### Wiring by layer, run 1

Only two layers are drawn.
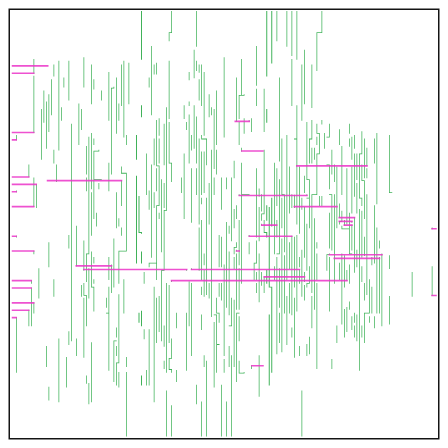
### I/O nets highlighted, run 1

Bar = 20 µm.
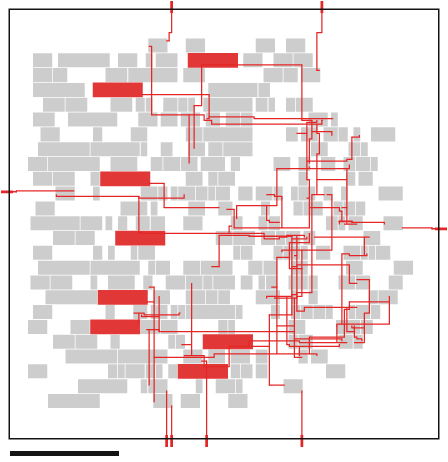
### Congestion heat map, run 1

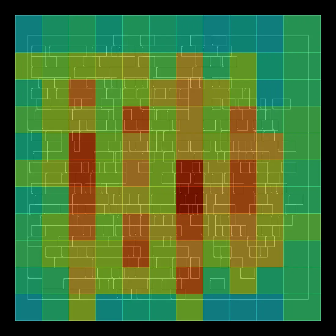
### Sequential cells grouped by signal name, run 1

Bar = 20 µm.
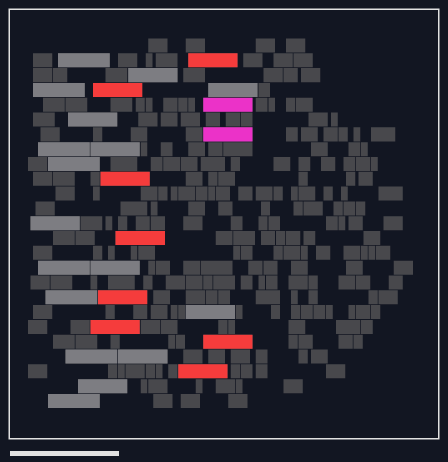
**src/rtl/updown_counter_pkg.sv**
```systemverilog
// Shared types and the step/next-value function for updown_counter_multimode.
package updown_counter_pkg;

  localparam int unsigned MODE_W = 2;
  localparam int unsigned MAX_W  = 32;

  typedef enum logic [MODE_W-1:0] {
    MODE_WRAP    = 2'd0,
    MODE_SAT     = 2'd1,
    MODE_ONESHOT = 2'd2,
    MODE_RELOAD  = 2'd3
  } cnt_mode_e;

  typedef enum logic [1:0] {
    ST_IDLE,
    ST_RUN,
    ST_HALT
  } cnt_state_e;

  typedef struct packed {
    logic [MAX_W-1:0] nxt;
    logic             clamp;
    logic             ovf;
    logic             unf;
  } step_res_t;

  // Operands are zero-extended to MAX_W; maxv is the all-ones value of the caller's width.
  function automatic step_res_t cnt_step(
    input logic [MAX_W-1:0] cnt,
    input logic [MAX_W-1:0] tgt,
    input logic [MAX_W-1:0] rld,
    input logic [MAX_W-1:0] maxv,
    input cnt_mode_e        md,
    input logic             up
  );
    step_res_t r;
    r = '0;
    if (md == MODE_RELOAD && cnt == tgt) begin
      r.nxt = rld;
    end else if (up) begin
      if (cnt == maxv) begin
        r.ovf   = 1'b1;
        r.clamp = (md == MODE_SAT);
        r.nxt   = (md == MODE_SAT) ? cnt : '0;
      end else begin
        r.nxt = cnt + MAX_W'(1);
      end
    end else begin
      if (cnt == '0) begin
        r.unf   = 1'b1;
        r.clamp = (md == MODE_SAT);
        r.nxt   = (md == MODE_SAT) ? cnt : maxv;
      end else begin
        r.nxt = cnt - MAX_W'(1);
      end
    end
    return r;
  endfunction

endpackage

```
**src/rtl/updown_counter_multimode.sv**
```systemverilog
// Multi-mode up/down counter with target compare and run-control FSM.
// Optional sticky ovf/unf status: define UPDOWN_COUNTER_STATUS_EN.
module updown_counter_multimode
  import updown_counter_pkg::*;
#(
  parameter int unsigned      WIDTH      = 8,
  parameter logic [WIDTH-1:0] TARGET_RST = '1
) (
  input  logic             clk,
  input  logic             reset_n,
  input  logic             load,
  input  logic [WIDTH-1:0] din,
  input  logic             target_we,
  input  logic [WIDTH-1:0] target_in,
  input  logic             enable,
  input  logic             inc,
  input  logic             dec,
  input  logic [1:0]       mode,
  output logic [WIDTH-1:0] count,
  output logic             done,
  output logic             running,
`ifdef UPDOWN_COUNTER_STATUS_EN
  input  logic             status_clr,
  output logic             ovf,
  output logic             unf,
`endif
  output logic             halted
);

  localparam logic [MAX_W-1:0] MAX_VAL = MAX_W'({WIDTH{1'b1}});

  cnt_state_e       r_state;
  cnt_state_e       w_state_nxt;
  logic [WIDTH-1:0] r_count;
  logic [WIDTH-1:0] r_reload;
  logic [WIDTH-1:0] r_target;
  logic             r_done;
  logic             w_step;
  logic             w_hit;
  cnt_mode_e        w_mode;
  step_res_t        w_res;

  assign w_mode = cnt_mode_e'(mode);
  assign w_step = (r_state == ST_RUN) && enable && (inc ^ dec);
  assign w_res  = cnt_step(MAX_W'(r_count), MAX_W'(r_target), MAX_W'(r_reload),
                           MAX_VAL, w_mode, inc);
  // A clamped SAT step does not move, so it must not re-raise done at target.
  assign w_hit  = w_step && !w_res.clamp && (w_res.nxt == MAX_W'(r_target));

  always_ff @(posedge clk or negedge reset_n) begin
    if (!reset_n) r_state <= ST_IDLE;
    else          r_state <= w_state_nxt;
  end

  always_comb begin
    w_state_nxt = r_state;
    case (r_state)
      ST_IDLE: if (load) w_state_nxt = ST_RUN;
      ST_RUN:  if (!load && w_hit && w_mode == MODE_ONESHOT) w_state_nxt = ST_HALT;
      ST_HALT: if (load) w_state_nxt = ST_RUN;
      default: w_state_nxt = ST_IDLE;
    endcase
  end

  always_ff @(posedge clk or negedge reset_n) begin
    if (!reset_n) begin
      r_count  <= '0;
      r_reload <= '0;
      r_done   <= 1'b0;
    end else if (load) begin
      r_count  <= din;
      r_reload <= din;
      r_done   <= 1'b0;
    end else if (w_step) begin
      r_count  <= w_res.nxt[WIDTH-1:0];
      r_done   <= w_hit;
    end else begin
      r_done   <= 1'b0;
    end
  end

  always_ff @(posedge clk or negedge reset_n) begin
    if (!reset_n)       r_target <= TARGET_RST;
    else if (target_we) r_target <= target_in;
  end

`ifdef UPDOWN_COUNTER_STATUS_EN
  logic r_ovf;
  logic r_unf;
  logic w_ovf_set;
  logic w_unf_set;

  assign w_ovf_set = !load && w_step && w_res.ovf;
  assign w_unf_set = !load && w_step && w_res.unf;

  always_ff @(posedge clk or negedge reset_n) begin
    if (!reset_n) begin
      r_ovf <= 1'b0;
      r_unf <= 1'b0;
    end else begin
      r_ovf <= w_ovf_set | (r_ovf & ~status_clr);
      r_unf <= w_unf_set | (r_unf & ~status_clr);
    end
  end

  assign ovf = r_ovf;
  assign unf = r_unf;
`else
  logic w_unused_flags;
  assign w_unused_flags = w_res.ovf | w_res.unf;
`endif

  assign count   = r_count;
  assign done    = r_done;
  assign running = (r_state == ST_RUN);
  assign halted  = (r_state == ST_HALT);

endmodule

```
**config.mk**
```make
export PLATFORM = sky130hd
export DESIGN_NAME = updown_counter_multimode
export DESIGN_NICKNAME = d
export VERILOG_FILES = /design/src/rtl/updown_counter_pkg.sv /design/src/rtl/updown_counter_multimode.sv
export SDC_FILE = /design/constraint.sdc
export NUM_CORES = 1
export LEC_CHECK = 0
export CAP_MARGIN = 0
export CORE_MARGIN = 3
export CORE_UTILIZATION = 40
export DETAILED_ROUTE_END_ITERATION = 8
export SYNTH_ARGS = -nofsm -noshare
export SYNTH_HDL_FRONTEND = slang
export SYNTH_SLANG_ARGS = --single-unit
export TNS_END_PERCENT = 20
```
**constraint.sdc**
```tcl
create_clock -name clk -period 3.4 [get_ports clk]
set_input_delay 0.51 -clock clk [delete_from_list [all_inputs] [get_ports clk]]
set_output_delay 0.51 -clock clk [all_outputs]
set_load 0.03 [all_outputs]
```
==> results_slide.txt, run 1 <==
Synthesis and Place & Route Summary

Setup path
  – Worst path bufs/invs: 1
  – R2R Path Start: count[1]
  – Setup slack of the worst register-to-register path: between 0.4 and 0.5 ns
  – Worst Path Required: between 3 and 4 ns
  – Type of the worst setup path: flip-flop to flip-flop
  – Critical path endpoint: r_state[0]
  – Worst reg2reg endpoint: r_state[0]
  – Biggest fanout along the worst timing path: 6

Clock network
  – TritonCTS clock tree: done
  – Clk sink count: 27
  – H-tree levels: 1
  – Total CTS buffers: 3

Power
  – Comb power frac: 0.376
  – Group drawing the most power: sequential cells
  – Switching share of power: 0.354
  – Logic power comb: 357 µW
  – Clock Power: around 180 µW
  – Power density over the cells: around 370 nW/µm²
  – Clock share of power: 0.188
  – Internal power contribution: 614 µW

Synth
  – Largest type area fraction: 0.226
  – Top flip-flop cell by instance count after synthesis: sky130_fd_sc_hd__dfrtp_1
  – Post-synthesis chip area from yosys: around 2100 µm²
  – Dominant cells by area after synthesis: sky130_fd_sc_hd__dfrtp_1 23%, sky130_fd_sc_hd__dfstp_2 10%, sky130_fd_sc_hd__mux2_2 7.5%
  – Sequential fraction of the synthesis area: 0.325
  – Number of storage elements in the synthesis netlist: 27
  – Yosys top cell by area: sky130_fd_sc_hd__dfrtp_1
  – Number of warnings reported in the yosys synthesis log: 0
  – Count of different cell masters after synthesis: between 50 and 60

Routing
  – Final routed DRC violation total: 0
  – Antenna viol nets, final: 0
  – Wire length on met1: 2420 µm
  – Detailed-routed wire length on met3: about 220 µm
  – Overall routed net length: approximately 5400 µm

Global routing
  – Maximum number of pins on one net before global-route repair: 28
  – Vias in the first global route: roughly 1900
  – GRT Overall Usage: 0.182
  – GRT met3 Usage: 0.0103
  – Number of antenna violations at the first check in global routing: 0
  – Peak-usage layer in the global routing report: met2

Cells and area
  – Area growth from synthesis to final layout: 21.2%
  – Number of antenna diodes: 0
  – Ratio of cells with drive above 1 in the final layout: 0.158
  – Non-Filler Instances: approximately 330

Final timing
  – Worst Hold Slack: between 0.5 and 0.6 ns
  – Setup-failing EPs final: 0
  – Top achievable clock speed: approximately 340 MHz
  – Ratio of final minimum period to clock period: 0.871
  – Minimum period implied by the final worst setup slack: approximately 3.0 ns
  – Final slew viol count: 0
  – Transition time of the tightest slew-check pin: between 0.6 and 0.7 ns
  – Remaining max-slew budget at the tightest pin: 0.533

Placed design
  – Worst setup slack before clock tree synthesis: ~0.27 ns
  – Final RePlAce weighted congestion: roughly 0.86

Floorplan
  – Die X: a little under 80 µm
  – Area inside the core boundary: 4910 µm²
  – Height of the chip: between 70 and 80 µm

Flow run
  – Maximum capacitance violations: 0

Run status
  – Status: finished clean

Hold path
  – Terminating pin of the worst hold path: r_state[0]
  – Hold crit path type: flip-flop to flip-flop
  – Instance count along the most critical hold path: 1
## Picture notes: 'Wiring by layer'
- magenta: met3 (wire length 222 µm)
- green: met2 (wire length 2690 µm)

## Picture notes: 'I/O nets highlighted'
- red: count (bits 8; direction output; end cells 8; buffers 11; wire 981 µm)
ports placed on the boundary: 36
PortBufs: 35

## Picture notes: 'Congestion heat map'
global-route met2 utilization: 0.329
global routing usage on met1: 0.234
core utilization of the finished layout: 0.520

## Picture notes: 'Sequential cells grouped by signal name'
- red: count (sequential cells 8)
- magenta: r_state (sequential cells 2)
- not colored: 17

-- run 1: cells by family (layout without fill, tap and decap cells) --
| family | Yosys count | count (layout) | share of synthesized area |
|---|---|---|---|
| AOI/OAI and AO/OA | 59 | 59 | 0.180 |
| xor gates and xnor gates | 23 | 23 | 0.0991 |
| adders and majority gates | 3 | 3 | 0.0178 |
| buffers and inverters | 29 | 59 | 0.0653 |
| DFF | 27 | 27 | 0.325 |
| muxes | 21 | 21 | 0.108 |
| and+or+nand+nor | 74 | 74 | 0.204 |
-- run 1: worst register-to-register path, cell delays in order, from the launching register on --
cell	delay, ns
sky130_fd_sc_hd__dfrtp_1	0.41
sky130_fd_sc_hd__inv_1	0.15
sky130_fd_sc_hd__ha_1	0.29
sky130_fd_sc_hd__nor3b_1	0.54
sky130_fd_sc_hd__and4_1	0.30
sky130_fd_sc_hd__o21bai_1	0.10
sky130_fd_sc_hd__a31oi_1	0.22
sky130_fd_sc_hd__xor2_1	0.11
sky130_fd_sc_hd__a211o_1	0.30
sky130_fd_sc_hd__nor4b_2	0.31
sky130_fd_sc_hd__o22ai_1	0.11
-- run 1: layout make-up --
type,instances,area [µm²],share of cell area
Inverter,12,45.0,0.0176
Clock buffer,4,45.0,0.0176
Tap cell,67,83.8,0.0328
Timing Repair Buffer,43,410,0.161
Sequential cell,27,686,0.268
Multi-Input combinational cell,180,1280,0.503
-- run 1: synth_stat cells, drive strengths merged (3+ instances only) --
cell type / instances
a211oi: 5
a21o: 5
a21oi: 11
a31oi: 4
buf: 9
clkbuf: 8
dfrtp: 19
dfstp: 8
ha: 3
inv: 12
mux2: 14
mux2i: 7
nand2: 17
nand2b: 4
nand3: 9
nand4: 6
nor2: 9
nor2b: 3
nor3: 5
nor4: 6
o211ai: 3
o21ai: 17
or4: 3
xnor2: 17
xor2: 6
--- run 2 (diff from run 1) ---
--- a/config.mk
+++ b/config.mk
@@ -5,7 +5,9 @@
 export SDC_FILE = /design/constraint.sdc
 export NUM_CORES = 1
 export LEC_CHECK = 0
+export ABC_CLOCK_PERIOD_IN_PS = 3400
 export CAP_MARGIN = 0
+export CORE_ASPECT_RATIO = 0.5
 export CORE_MARGIN = 3
 export CORE_UTILIZATION = 40
 export DETAILED_ROUTE_END_ITERATION = 8
==> run 2 against run 1 <==
Against the previous run:
- non-clock buffer count unchanged
- synthesized area unchanged
- synthesized cell count unchanged
- critical path type unchanged
- power increased by 2.6%
- count of clock-buffer cells in the layout decreased by 1
==> results_slide.txt, run 2 <==
Synthesis and Place & Route Summary

Hold path
  – Terminating pin of the worst hold path: r_state[0]
  – Instance count along the most critical hold path: 1

Final timing
  – Setup-failing EPs final: 0
  – Remaining max-slew budget at the tightest pin: 0.360
  – Transition time of the tightest slew-check pin: ~0.96 ns
  – Final slew viol count: 0
  – Minimum period implied by the final worst setup slack: a little over 3 ns
  – Ratio of final minimum period to clock period: 0.888
  – Top achievable clock speed: between 300 and 400 MHz

Floorplan
  – Height of the chip: roughly 57 µm
  – Area inside the core boundary: about 4700 µm²
  – Ports placed on the boundary: 36

Clock network
  – H-tree levels: 1
  – Clk sink count: 27

Setup path
  – Worst Path Required: roughly 3.6 ns
  – Critical path endpoint: r_state[0]
  – R2R Path Start: count[1]
  – Worst reg2reg endpoint: r_state[0]
  – Setup slack of the worst register-to-register path: between 0.3 and 0.4 ns
  – Type of the worst setup path: flip-flop to flip-flop
  – Worst path bufs/invs: 1
  – Biggest fanout along the worst timing path: 6

Synth
  – Number of storage elements in the synthesis netlist: 27
  – Sequential fraction of the synthesis area: 0.325
  – Ranking of synthesized cells by instance count: 19 x sky130_fd_sc_hd__dfrtp_1, 17 x sky130_fd_sc_hd__nand2_1, 17 x sky130_fd_sc_hd__o21ai_0
  – Top-count cell post-synth: sky130_fd_sc_hd__dfrtp_1
  – Top flip-flop cell by instance count after synthesis: sky130_fd_sc_hd__dfrtp_1
  – Number of warnings reported in the yosys synthesis log: 0
  – Count of different cell masters after synthesis: approximately 52
  – Dominant cells by area after synthesis: sky130_fd_sc_hd__dfrtp_1 23%, sky130_fd_sc_hd__dfstp_2 10%, sky130_fd_sc_hd__mux2_2 7.5%
  – Post-synthesis chip area from yosys: ~2100 µm²

Cells and area
  – Area growth from synthesis to final layout: 21.4%
  – Number of antenna diodes: 0
  – Ratio of cells with drive above 1 in the final layout: 0.162
  – Area of the multi-input gates: ~1300 µm²

Power
  – Comb power frac: 0.364
  – Clock share of power: 0.206
  – Internal power contribution: between 600 and 700 µW

Global routing
  – GRT Overall Usage: 0.185
  – Vias in the first global route: approximately 1800
  – Maximum number of pins on one net before global-route repair: 21
  – Number of antenna violations at the first check in global routing: 0

Routing
  – Final routed DRC violation total: 0
  – Antenna viol nets, final: 0

Run status
  – Status: finished clean

Placed design
  – PortBufs: 35
  – Final RePlAce weighted congestion: 0.914

Flow run
  – Maximum capacitance violations: 0
[run 2: cell counts after synthesis]
Identical to the previous run, type by type.
[run 2: area by class of cell]
cell class,instances,area share
tap,66,0.0323
inverter,12,0.0176
timing repair buffer,43,0.160
clock buffer,3,0.0161
clock inverter,1,0.00342
sequential,27,0.268
multi-input combinational,180,0.502
[run 2: logic make-up (layout without fill, tap and decap cells)]
family	after synthesis	count (layout)	share of synthesized area
muxes	21	21	0.108
and+or+nand+nor	74	74	0.204
adders and majority gates	3	3	0.0178
xor gates and xnor gates	23	23	0.0991
DFF	27	27	0.325
AOI/OAI and AO/OA	59	59	0.180
buffers and inverters	29	59	0.0653
[run 2: power by group through the flow]
stage | registers, mW | logic (mW) | clock network [mW]
final | 0.420 | 0.355 | 0.201
after global routing | 0.428 | 0.386 | 0.218
after CTS | 0.419 | 0.355 | 0.210
after detailed placement | 0.425 | 0.353 | 0
after global placement | 0.424 | 0.351 | 0
after floorplan | 0.418 | 0.234 | 0
[run 2: per-stage QoR]
| stage | util | hold slack, ns | worst slack [ns] |
|---|---|---|---|
| 3_5_place_dp | 0.531 | 0.500 | 0.243 |
| 4_1_cts | 0.542 | 0.515 | 0.411 |
| 3_3_place_gp | 0.531 | 0.487 | 0.302 |
| 6_report | 0.542 | 0.513 | 0.380 |
| 2_1_floorplan | - | 0.214 | 0.537 |
| 5_1_grt | 0.542 | 0.543 | 0.0413 |
[run 2: per-layer routing]
metal | share of wire | routed length [µm] | global-route usage
met4 | 0.0056 | 31 | 0.0306
met3 | 0.097 | 540 | 0.0339
met1 | 0.49 | 2730 | 0.294
met5 | 0 | 0 | 0
met2 | 0.41 | 2250 | 0.262
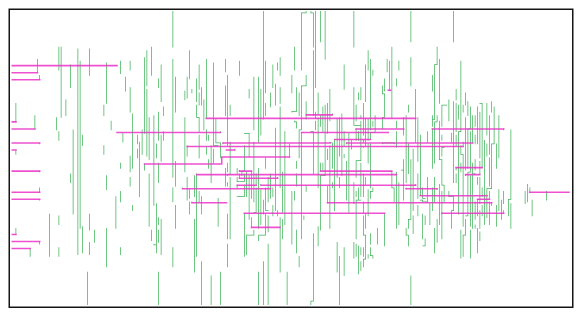
*Wiring by layer, run 2*
Only two layers are drawn.
- green: met2 (wire length 2250 µm)
- magenta: met3 (wire length 541 µm)
average wire per standard cell: 16.7 µm
overall routed net length: 5560 µm

No activity file was given, so power comes from the tool's default toggle rates.
